`src/rtl/hidden_cpu_pkg.sv`:
```
// Shared definitions for the HiddenCPU second-generation core:
// opcodes, SYS subcodes, FSM states and a width helper.
package hidden_cpu_pkg;

  localparam logic [2:0] OP_ADD = 3'd0;
  localparam logic [2:0] OP_SUB = 3'd1;
  localparam logic [2:0] OP_AND = 3'd2;
  localparam logic [2:0] OP_XOR = 3'd3;
  localparam logic [2:0] OP_MOV = 3'd4;
  localparam logic [2:0] OP_LD  = 3'd5;
  localparam logic [2:0] OP_ST  = 3'd6;
  localparam logic [2:0] OP_SYS = 3'd7;

  localparam logic [1:0] SYS_BCS = 2'd0;
  localparam logic [1:0] SYS_TOG = 2'd1;
  localparam logic [1:0] SYS_CLC = 2'd2;
  localparam logic [1:0] SYS_NOP = 2'd3;

  typedef enum logic [1:0] {
    ST_CLEAR     = 2'd0,
    ST_EXEC      = 2'd1,
    ST_LOAD_WAIT = 2'd2
  } state_t;

  function automatic int clog2(input int n);
    int w;
    w = 0;
    while ((1 << w) < n) w++;
    return w;
  endfunction

endpackage

```
`src/rtl/hidden_cpu_alu.sv`:
```
// Combinational ALU for the register-to-register opcodes.
// Only ADD and SUB request a carry-flag update.
module hidden_cpu_alu
  import hidden_cpu_pkg::*;
#(
  parameter int DATA_W = 8
) (
  input  logic [2:0]        op,
  input  logic [DATA_W-1:0] a,
  input  logic [DATA_W-1:0] b,
  output logic [DATA_W-1:0] result,
  output logic              carry_new,
  output logic              carry_we
);

  logic [DATA_W:0] sum;

  always_comb begin
    sum       = '0;
    result    = '0;
    carry_new = 1'b0;
    carry_we  = 1'b0;
    unique case (op)
      OP_ADD: begin
        sum       = {1'b0, a} + {1'b0, b};
        result    = sum[DATA_W-1:0];
        carry_new = sum[DATA_W];
        carry_we  = 1'b1;
      end
      OP_SUB: begin
        // top bit of the widened difference is the borrow (a < b)
        sum       = {1'b0, a} - {1'b0, b};
        result    = sum[DATA_W-1:0];
        carry_new = sum[DATA_W];
        carry_we  = 1'b1;
      end
      OP_AND:  result = a & b;
      OP_XOR:  result = a ^ b;
      OP_MOV:  result = b;
      default: ;
    endcase
  end

endmodule

```
`src/rtl/hidden_cpu_core.sv`:
```
// HiddenCPU execution core: register file, data RAM, PC and the
// CLEAR / EXEC / LOAD_WAIT sequencer around a combinational ALU.
module hidden_cpu_core
  import hidden_cpu_pkg::*;
#(
  parameter int DATA_W    = 8,
  parameter int NUM_REGS  = 4,
  parameter int RAM_DEPTH = 16,
  parameter int PC_W      = 8
) (
  input  logic                            clk,
  input  logic                            rst,
  input  logic                            instr_valid,
  output logic                            instr_ready,
  input  logic [3+2*clog2(NUM_REGS)-1:0]  instr,
  output logic [DATA_W-1:0]               out_data,
  output logic [PC_W-1:0]                 pc_out,
  output logic                            carry_out
);

  localparam int RA_W = clog2(NUM_REGS);
  localparam int AW   = clog2(RAM_DEPTH);
  localparam int IW   = 3 + 2 * RA_W;
  localparam logic [PC_W-1:0] PC_ONE = 1;

  state_t state, nextState;

  logic [DATA_W-1:0] r   [NUM_REGS];
  logic [DATA_W-1:0] ram [RAM_DEPTH];

  logic [PC_W-1:0]   pc;
  logic              c;
  logic              sel;
  logic [AW-1:0]     clrAddr;
  logic [RA_W-1:0]   ldReg;
  logic [AW-1:0]     ldAddr;

  logic [2:0]        op;
  logic [RA_W-1:0]   ra, rb;
  logic [1:0]        sub;
  logic [DATA_W-1:0] a, b;
  logic [AW-1:0]     memAddr;
  logic              accept;
  logic              isAlu, isLd, isSt, isSys;
  logic              take;
  logic [PC_W-1:0]   aPc, pcStep;
  logic [DATA_W-1:0] pcData;
  logic [DATA_W-1:0] aluRes;
  logic              aluCarry, aluCarryWe;

  assign op      = instr[IW-1 -: 3];
  assign ra      = instr[2*RA_W-1 -: RA_W];
  assign rb      = instr[RA_W-1:0];
  assign sub     = rb[1:0];
  assign a       = r[ra];
  assign b       = r[rb];
  assign memAddr = b[AW-1:0];
  assign accept  = instr_valid & instr_ready;

  assign isAlu = (op <= OP_MOV);
  assign isLd  = (op == OP_LD);
  assign isSt  = (op == OP_ST);
  assign isSys = (op == OP_SYS);
  assign take  = isSys & (sub == SYS_BCS) & c;

  generate
    if (PC_W <= DATA_W) begin : gA2Pc
      assign aPc = a[PC_W-1:0];
    end else begin : gA2PcExt
      assign aPc = {{(PC_W-DATA_W){1'b0}}, a};
    end
    if (DATA_W <= PC_W) begin : gPc2D
      assign pcData = pc[DATA_W-1:0];
    end else begin : gPc2DExt
      assign pcData = {{(DATA_W-PC_W){1'b0}}, pc};
    end
  endgenerate

  assign pcStep    = take ? aPc : PC_ONE;
  assign pc_out    = pc;
  assign carry_out = c;
  assign out_data  = sel ? pcData : r[NUM_REGS-1];

  hidden_cpu_alu #(.DATA_W(DATA_W)) uAlu (
    .op        (op),
    .a         (a),
    .b         (b),
    .result    (aluRes),
    .carry_new (aluCarry),
    .carry_we  (aluCarryWe)
  );

  always_ff @(posedge clk) begin
    if (rst) state <= ST_CLEAR;
    else     state <= nextState;
  end

  always_comb begin
    nextState   = state;
    instr_ready = 1'b0;
    unique case (state)
      ST_CLEAR: begin
        if (clrAddr == AW'(RAM_DEPTH - 1)) nextState = ST_EXEC;
      end
      ST_EXEC: begin
        instr_ready = 1'b1;
        if (instr_valid && isLd) nextState = ST_LOAD_WAIT;
      end
      ST_LOAD_WAIT: nextState = ST_EXEC;
      default:      nextState = ST_EXEC;
    endcase
  end

  // RAM has no reset; the CLEAR sweep zeroes it after every reset
  always_ff @(posedge clk) begin
    if (!rst) begin
      if (state == ST_CLEAR)  ram[clrAddr] <= '0;
      else if (accept && isSt) ram[memAddr] <= a;
    end
  end

  always_ff @(posedge clk) begin
    if (rst) begin
      clrAddr <= '0;
      pc      <= '0;
      c       <= 1'b0;
      sel     <= 1'b0;
      ldReg   <= '0;
      ldAddr  <= '0;
      for (int i = 0; i < NUM_REGS; i++) r[i] <= DATA_W'(i);
    end else begin
      if (state == ST_CLEAR) clrAddr <= clrAddr + AW'(1);
      if (state == ST_LOAD_WAIT) r[ldReg] <= ram[ldAddr];
      if (accept) begin
        pc <= pc + pcStep;
        unique case (1'b1)
          isAlu: begin
            r[ra] <= aluRes;
            if (aluCarryWe) c <= aluCarry;
          end
          isLd: begin
            ldReg  <= ra;
            ldAddr <= memAddr;
          end
          isSys: begin
            if (sub == SYS_TOG) sel <= ~sel;
            if (sub == SYS_CLC) c <= 1'b0;
          end
          default: ;
        endcase
      end
    end
  end

endmodule

```
`config.mk`:
```
export PLATFORM = sky130hd
export DESIGN_NAME = hidden_cpu_core
export DESIGN_NICKNAME = d
export VERILOG_FILES = /design/src/rtl/hidden_cpu_pkg.sv /design/src/rtl/hidden_cpu_alu.sv /design/src/rtl/hidden_cpu_core.sv
export SDC_FILE = /design/constraint.sdc
export NUM_CORES = 1
export LEC_CHECK = 0
export CORE_ASPECT_RATIO = 1.75
export CORE_MARGIN = 4
export CORE_UTILIZATION = 50
export CTS_BUF_LIST = sky130_fd_sc_hd__clkbuf_4 sky130_fd_sc_hd__clkbuf_8 sky130_fd_sc_hd__clkbuf_16
export CTS_CLUSTER_DIAMETER = 60
export DETAILED_ROUTE_END_ITERATION = 7
export PLACE_DENSITY = 0.68
export SLEW_MARGIN = 20
export SYNTH_ARGS = -nofsm -noshare
export SYNTH_HDL_FRONTEND = slang
export SYNTH_SLANG_ARGS = --single-unit
```
`constraint.sdc`:
```
create_clock -name clk -period 3.4 [get_ports clk]
set_input_delay 0.68 -clock clk [delete_from_list [all_inputs] [get_ports clk]]
set_output_delay 0.68 -clock clk [all_outputs]
set_load 0.1 [all_outputs]
```
==> run summary <==
min cycle time layout = 3.25 ns
M1 WL = 8.48 mm
Critical Path AT = 3.55 ns
Slew Limit Fails = 0
IO Port Bufs = 27
Die Area = 20500 sq um
setup violators final = 0
final setup margin = 0.149 ns
Inverters = 30
Vias = 6101
first-pass GRT wire length = 38.0 mm
max_cap viols = 0
flop count = 186
Max-area cell share = 0.527
Sinks on Clock Net = 186
cts bufs inserted = 17
fraction of area in non-clock buffers = 0.101
worst hold path type = reg -> reg
fp_density = 0.507
yosys warns = 0
Tap Cells = 234
routability cong. = 0.908
mux share = 0.166
total power = 4.89 mW
Insertion Delay late pin = 0.45 ns
Synth Area in Simple Gates = 0.0894
Hold Buf Count CTS = 0
top sig layer = met4
cells after synthesis = 639
Peak VDD IR = 0.000640 V
xor+xnor area frac = 0.0154
vertical die dimension = 187 um
initial antenna violation count = 0
Placed Area = 10300 sq um
clk slew on worst S/H paths = 0.08 ns
Routed Antenna Nets = 0
nonclk buf count = 145
DRT iter0 DRCs = 408
Top FF cell, synth = edfxtp_1
Top cells excl fill/tap = 160 x edfxtp_1, 131 x buf_4, 73 x nor2_1
layout clock buffer count = 18
pwr/cell area = 438 nW/um^2
AO/OA Area Share = 0.0739
fillers = 1380
Log Warnings = 35
H-tree depth = 4
distinct cell type count after synthesis = 62
hpwl dp = 18.6 mm
Worst Path Required = 3.69 ns
RSZ-0062 raised after global routing = false
largest net degree at the start of global routing = 30
metal3 WL = 983 um
Max Fclk = 308 MHz
syn_area_per_cell = 14.3 sq um
Yosys top cell by area = edfxtp_1
Syn-to-layout area delta = 22.7%
CP Max Fanout = 6
Root Buffer = clkbuf_16
Bufs on Longest Clock Path = 2
number of enable flip-flop cells = 160
YS chip area = 9110 sq um
RR Startpoint = r[3][0]$_DFFE_PP_
biggest area cells = edfxtp_1 53%, mux4_2 9.9%, dfxtp_1 5.7%
Comb gate area = 3770 sq um
DP Worst Slack = -0.900 ns
# rows = 65
Yosys top cell by instances = edfxtp_1
fin nets = 810
most frequent cells after synthesis = 160 x edfxtp_1, 73 x nor2_1, 40 x mux4_2
#MultiIn Comb = 392
max_slew headroom = 0.362
core box area = 18000 sq um
crit end category = flop
fraction of registers with async set/reset = 0
Die Span X = 110 um
Synth Seq Share = 0.585
Setup Skew = 0.0188 ns
Registers, synthesis = 186
Critical path origin = instr[0]
vias in the first global route = 6477
combinational share of cell area = 0.337
largest family of logic cells by area = multiplexers
Setup Crit Path Kind = in -> reg
vias per cell = 5.99
diode count = 0
Area-dominant class = registers
share of layout cells above drive strength 1 = 0.339
gr ovfl total = 0
WL met2 = 13.8 mm
static leakage = 4.24 nW
Mapped Area = 9110 sq um
final worst-path cycle share = 0.956
most frequent logic cell in the layout = edfxtp_1
worst slew pin tran = 0.953 ns
Worst Min Path Start = ldAddr[3]$_SDFFE_PP0P_
num ports = 28
Post-Syn Nets = 677
DR pass1 iterations = 5
Routed WL = 24.9 mm
CTS tree = yes
Worst Setup Start Kind = input port
clk tree area frac = 0.0491
Adders+Majority by Area = 0.0409
status = completed
DRC = 0
cell count in the Yosys report = 639
final hold violations = 0
Design Area, Final = 11200 sq um
==> registers in the layout, summed over array words and instances, names as in the netlist, named ones only <==
name,count
state,2
sel,1
r,32
ldReg,2
ram,128
pc_out,8
ldAddr,4
clrAddr,4
carry_out,1
==> metal layers <==
layer / vias up / GRT usage
li1: 2739 / -
met1: 3073 / 0.278
met2: 213 / 0.461
met3: 76 / 0.0412
met4: 0 / 0.152
met5: - / 0
==> final timing paths <==
kind                                 to  slack, ns  cells past startpoint
hold reg to reg                    flop       0.50                      2
setup reg to reg  r[0][5]$_SDFFCE_PN0P_       0.26                     13
setup / recovery  r[1][7]$_SDFFCE_PN0P_       0.15                     14
hold / removal                     flop       0.50                      2
==> power breakdown <==
part | leakage, nW | internal [mW] | switching [mW]
clock network | 0.258 | 0.959 | 0.877
registers | 1.93 | 2.48 | 0.0170
logic | 2.05 | 0.253 | 0.308
==> what timing repair did <==
action | in CTS | in global routing
endpoints found under the setup margin | 31 | 19
setup buffers | 6 | 3
pin swaps | 23 | 12
resized | 39 | 24
==> critical path, cell delays in order <==
cell	delay, ns
dlygate4sd2_1	0.21
buf_6	0.14
buf_6	0.13
mux4_2	0.52
inv_1	0.08
ha_1	0.28
buf_4	0.18
a221oi_4	0.28
buf_4	0.17
a21oi_4	0.06
o21a_1	0.20
o31ai_4	0.32
o21ai_4	0.13
a21oi_1	0.15
==> through the flow <==
step                      std cells  hold WS [ns]  TNS (ns)  utilization
after floorplan                 639         0.463         0            -
after global placement          978         0.478    -23.75        0.573
after detailed placement        978         0.488    -25.56        0.573
after CTS                      1016         0.496         0        0.615
after global routing           1019         0.531         0        0.622
final                          1019         0.497         0        0.622
==> images/wires.png <==
(2 px per um)
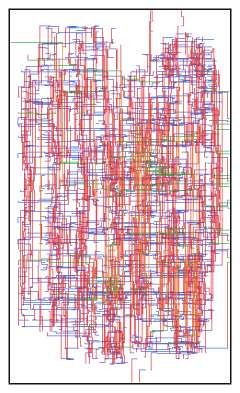
- metal 1: blue (wire length 8480 um)
- metal 2: red (wire length 13800 um)
- metal 4: orange (wire length 1650 um)
- metal 3: green (wire length 983 um)
all-layer global routing usage: 0.258
routed len/inst: 24.5 um

==> images/flops_by_reg.png <==
(2 px per um)
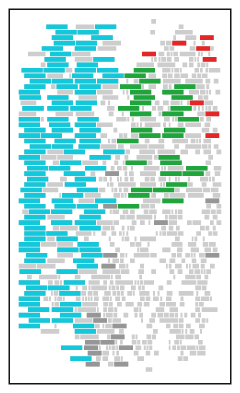
- pc_out: red (flops 8; where upper right)
- ram: cyan (flops 128)
- r: green (flops 32)
- not coloured: 18
sequential share of cell area: 0.476
sequential power: 2.50 mW
register area: 5330 sq um
final core occ: 0.622

Power and IR drop assume default switching activity.
